<file path="config.mk">
export PLATFORM = sky130hd
export DESIGN_NAME = uart_mmio_bridge
export DESIGN_NICKNAME = d
export VERILOG_FILES = /design/src/rtl/uart_mmio_bridge.sv
export SDC_FILE = /design/constraint.sdc
export NUM_CORES = 1
export LEC_CHECK = 0
export CORE_AREA = 2 2 155 157
export CTS_CLUSTER_DIAMETER = 30
export DETAILED_ROUTE_END_ITERATION = 6
export DIE_AREA = 0 0 157 159
export PLACE_DENSITY = 0.51
export SLEW_MARGIN = 20
export SYNTH_ARGS = -nofsm -noshare
export SYNTH_HDL_FRONTEND = slang
export SYNTH_SLANG_ARGS = --single-unit
</file>
<file path="constraint.sdc">
create_clock -name clk -period 3.3 [get_ports clk]
set_input_delay 0.66 -clock clk [delete_from_list [all_inputs] [get_ports clk]]
set_output_delay 0.66 -clock clk [all_outputs]
set_load 0.05 [all_outputs]
</file>
<file path="src/rtl/uart_mmio_bridge.sv">
// Memory-mapped bridge between the CPU load/store path and the on-chip uart.
// Provides a buffered RX FIFO, a single-entry TX holding register and free-running cycle and instruction counters.
module uart_mmio_bridge #(
  parameter int          RX_DEPTH = 8,
  parameter logic [31:0] IO_BASE  = 32'h8000_0000
) (
  input  logic        clk,
  input  logic        rst,
  input  logic [31:0] addr,
  input  logic [31:0] wdata,
  input  logic        we,
  input  logic        re,
  output logic [31:0] rdata,
  input  logic        instr_retired,
  input  logic [7:0]  uart_rx_data,
  input  logic        uart_rx_valid,
  output logic        uart_rx_ready,
  output logic [7:0]  uart_tx_data,
  output logic        uart_tx_valid,
  input  logic        uart_tx_ready
);

  localparam int PW = $clog2(RX_DEPTH);
  localparam int CW = PW + 1;
  localparam logic [CW-1:0] FULL_COUNT = CW'(RX_DEPTH);

  localparam logic [5:0] REG_STATUS = 6'h00;
  localparam logic [5:0] REG_RXDATA = 6'h01;
  localparam logic [5:0] REG_TXDATA = 6'h02;
  localparam logic [5:0] REG_CYCLE  = 6'h04;
  localparam logic [5:0] REG_INSTR  = 6'h05;
  localparam logic [5:0] REG_CLEAR  = 6'h06;

  logic [7:0]    rx_mem [RX_DEPTH];
  logic [PW-1:0] rd_ptr;
  logic [PW-1:0] wr_ptr;
  logic [CW-1:0] rx_count;
  logic [31:0]   cycle_count;
  logic [31:0]   instr_count;
  logic [31:0]   read_word;
  logic [5:0]    word_sel;
  logic          in_window;
  logic          rd_en;
  logic          wr_en;
  logic          rx_empty;
  logic          rx_full;
  logic          rx_push;
  logic          rx_pop;
  logic          tx_store;
  logic          cnt_clear;
  logic          unused_bits;

  // A simultaneous load and store is treated as a load only.
  assign in_window = (addr[31:8] == IO_BASE[31:8]);
  assign word_sel  = addr[7:2];
  assign rd_en     = re && in_window;
  assign wr_en     = we && !re && in_window;

  assign rx_empty      = (rx_count == '0);
  assign rx_full       = (rx_count == FULL_COUNT);
  assign uart_rx_ready = !rx_full;
  assign rx_push       = uart_rx_valid && uart_rx_ready;
  assign rx_pop        = rd_en && (word_sel == REG_RXDATA) && !rx_empty;
  assign tx_store      = wr_en && (word_sel == REG_TXDATA);
  assign cnt_clear     = wr_en && (word_sel == REG_CLEAR);
  assign unused_bits   = ^{addr[1:0], wdata[31:8]};

  always_ff @(posedge clk) begin
    if (rx_push) begin
      rx_mem[wr_ptr] <= uart_rx_data;
    end
  end

  // Power-of-two depth lets the pointers wrap naturally; occupancy carries one extra bit to tell full from empty.
  always_ff @(posedge clk) begin
    if (rst) begin
      rd_ptr   <= '0;
      wr_ptr   <= '0;
      rx_count <= '0;
    end else begin
      if (rx_push) wr_ptr <= wr_ptr + PW'(1);
      if (rx_pop)  rd_ptr <= rd_ptr + PW'(1);
      rx_count <= rx_count + CW'(rx_push) - CW'(rx_pop);
    end
  end

  always_comb begin
    read_word = '0;
    if (rd_en) begin
      case (word_sel)
        REG_STATUS: read_word = {30'b0, !rx_empty, !uart_tx_valid};
        REG_RXDATA: read_word = {24'b0, rx_empty ? 8'h00 : rx_mem[rd_ptr]};
        REG_CYCLE:  read_word = cycle_count;
        REG_INSTR:  read_word = instr_count;
        default:    read_word = '0;
      endcase
    end
  end

  always_ff @(posedge clk) begin
    if (rst) begin
      rdata <= '0;
    end else begin
      rdata <= read_word;
    end
  end

  // A store that lands while the holding register is still busy is dropped, even on the handshake edge.
  always_ff @(posedge clk) begin
    if (rst) begin
      uart_tx_valid <= 1'b0;
      uart_tx_data  <= 8'h00;
    end else if (uart_tx_valid) begin
      if (uart_tx_ready) uart_tx_valid <= 1'b0;
    end else if (tx_store) begin
      uart_tx_valid <= 1'b1;
      uart_tx_data  <= wdata[7:0];
    end
  end

  always_ff @(posedge clk) begin
    if (rst || cnt_clear) begin
      cycle_count <= '0;
      instr_count <= '0;
    end else begin
      cycle_count <= cycle_count + 32'd1;
      instr_count <= instr_count + {31'b0, instr_retired};
    end
  end

endmodule

</file>
==> impl_metrics.ini <==
; generated from flow reports
[cts]
cts_buffers = 17
ctsHtreeMaxLevel = 4
cts_root_buf = clkbuf_16
ctsResizeCount = 0
post_cts_buffers = 0

[layout]
drive_gt1_frac = 0.114
largest_reg_flops = 64
lay_top_cells = 118 x dfxtp_1, 93 x clkdlybuf4s50_1, 64 x edfxtp_1, 60 x nor2_1, 55 x a21oi_1
regArea_mm2 = 0.00428
instances_no_fill = 1138
final_common_cell = dfxtp_1
final_area_mm2 = 0.00984
logic_area_mm2 = 0.00334

[place]
hpwl_um = 12900
gp_congestion = 0.785

[floorplan]
coreArea_mm2 = 0.0232
fp_util = 0.338
io_pins = 121
fp.dieH_um = 159

[timing]
fin_crit_sh = 0.875
rsz0062_at_grt = no
slew_headroom = 0.392
drv_slew = 0
finalSetupViolCount = 0
hold_viol = 0
fmax_mhz = 346
whs_ns = 0.471
tns_ns = 0

[setup_path]
startpoint_type = flip-flop
crit_path_max_fanout = 5
crit_chain = inv_1 -> ha_1 -> or3b_2 -> clkdlybuf4s50_1
r2r-start = rx_count[2]
critical_path_required_ns = 2.64
cp_num_buf_inv = 2
critPathCaptureType = output pin
crit_type = reg2out

[yosys]
ys_chip_area_mm2 = 0.00785
postSynthSeqShare = 0.546
synth_cell_types = 51
async_reset_ff_frac = 0
ys_warn_count = 0
synthAoiAreaFrac = 0.0936
yosysCellCount = 709
synth_top_area_share = 0.301
ys_top_cells_by_area = dfxtp_1 30%, edfxtp_1 24%, mux2i_1 4.7%
fp_nets = 799
netlist_area_mm2 = 0.00785
ff_type = dfxtp_1
enable_flop_cells = 64
simple_gate_area_frac = 0.187

[power]
pwr-share-comb = 0.077
vdd_drop_max_mv = 0.420
p_sw_uw = 1180
p_leak_uw = 0.00317
p_seq_frac = 0.493
p_int_uw = 3730
powerSeq_uw = 2420

[job]
warning_count = 53

[grt]
antenna_found_initial = 0
grt_overflow_total = 0

[routing]
highest_layer = met4
m1WireLength_um = 8100
routed-wl-met2_um = 9340

[worst_hold_path]
min_from = uart_tx_data[2]
hp-class = reg2reg

[outcome]
status = finished clean
-- through the flow --
step,power (uW),setup slack [ns]
global route,5080,0.344
CTS,4950,0.386
floorplan,2680,0.483
detailed placement,2850,0.0674
finish,4910,0.412
global placement,2830,0.125
-- worst paths after layout --
check                                        to  cells after the start
worst max-delay path              uart_rx_ready                      4
worst min-delay path            uart_tx_data[2]                      2
worst max register to register      rx_count[1]                     10
worst min register to register  uart_tx_data[2]                      2
-- cell type report --
class | count | area share
Inverter | 12 | 0.00458
Tap cell | 319 | 0.0406
Sequential cell | 182 | 0.435
Multi-Input combinational cell | 472 | 0.340
Clock buffer | 17 | 0.0432
Clock inverter | 15 | 0.0196
Timing Repair Buffer | 121 | 0.117
Wire density map:
Scale bar: 50 um. 31 x 32 tiles, from black (low) to pale yellow (high), scaled to the fullest tile. Values are wire area over tile area, all layers added.
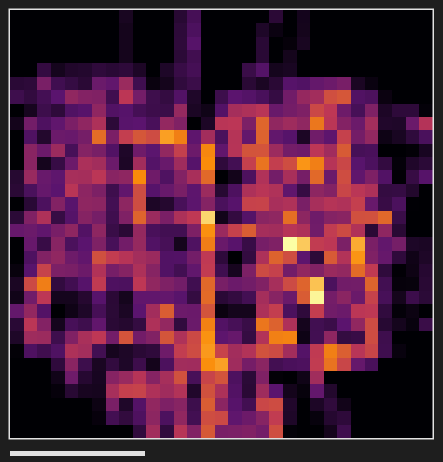
24% of the tiles are nearly empty. 13% of the tiles are over half the peak. The mean over all tiles is 0.11.
via count: 5837
wirelength, routed: 18300 um
wire per inst: 16.1 um
Overall Global Routing Usage: 0.149

M2 wires:
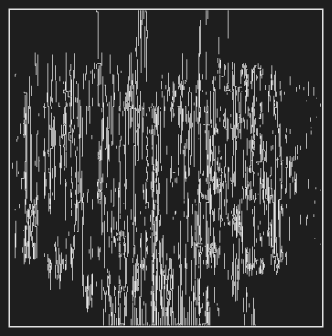
The layer holds 51% of the routed length. The wires run mostly vertical.
M2 GR Usage: 0.261

Routing congestion:
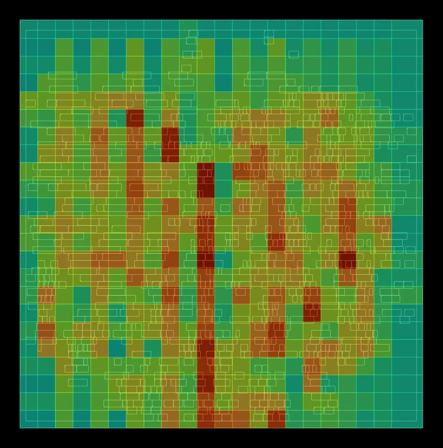
GRT met3 Usage: 0.0272
post-layout util: 0.424
gr busiest metal: met2

Power figures rest on the tool's default switching activity, not on a simulated workload.
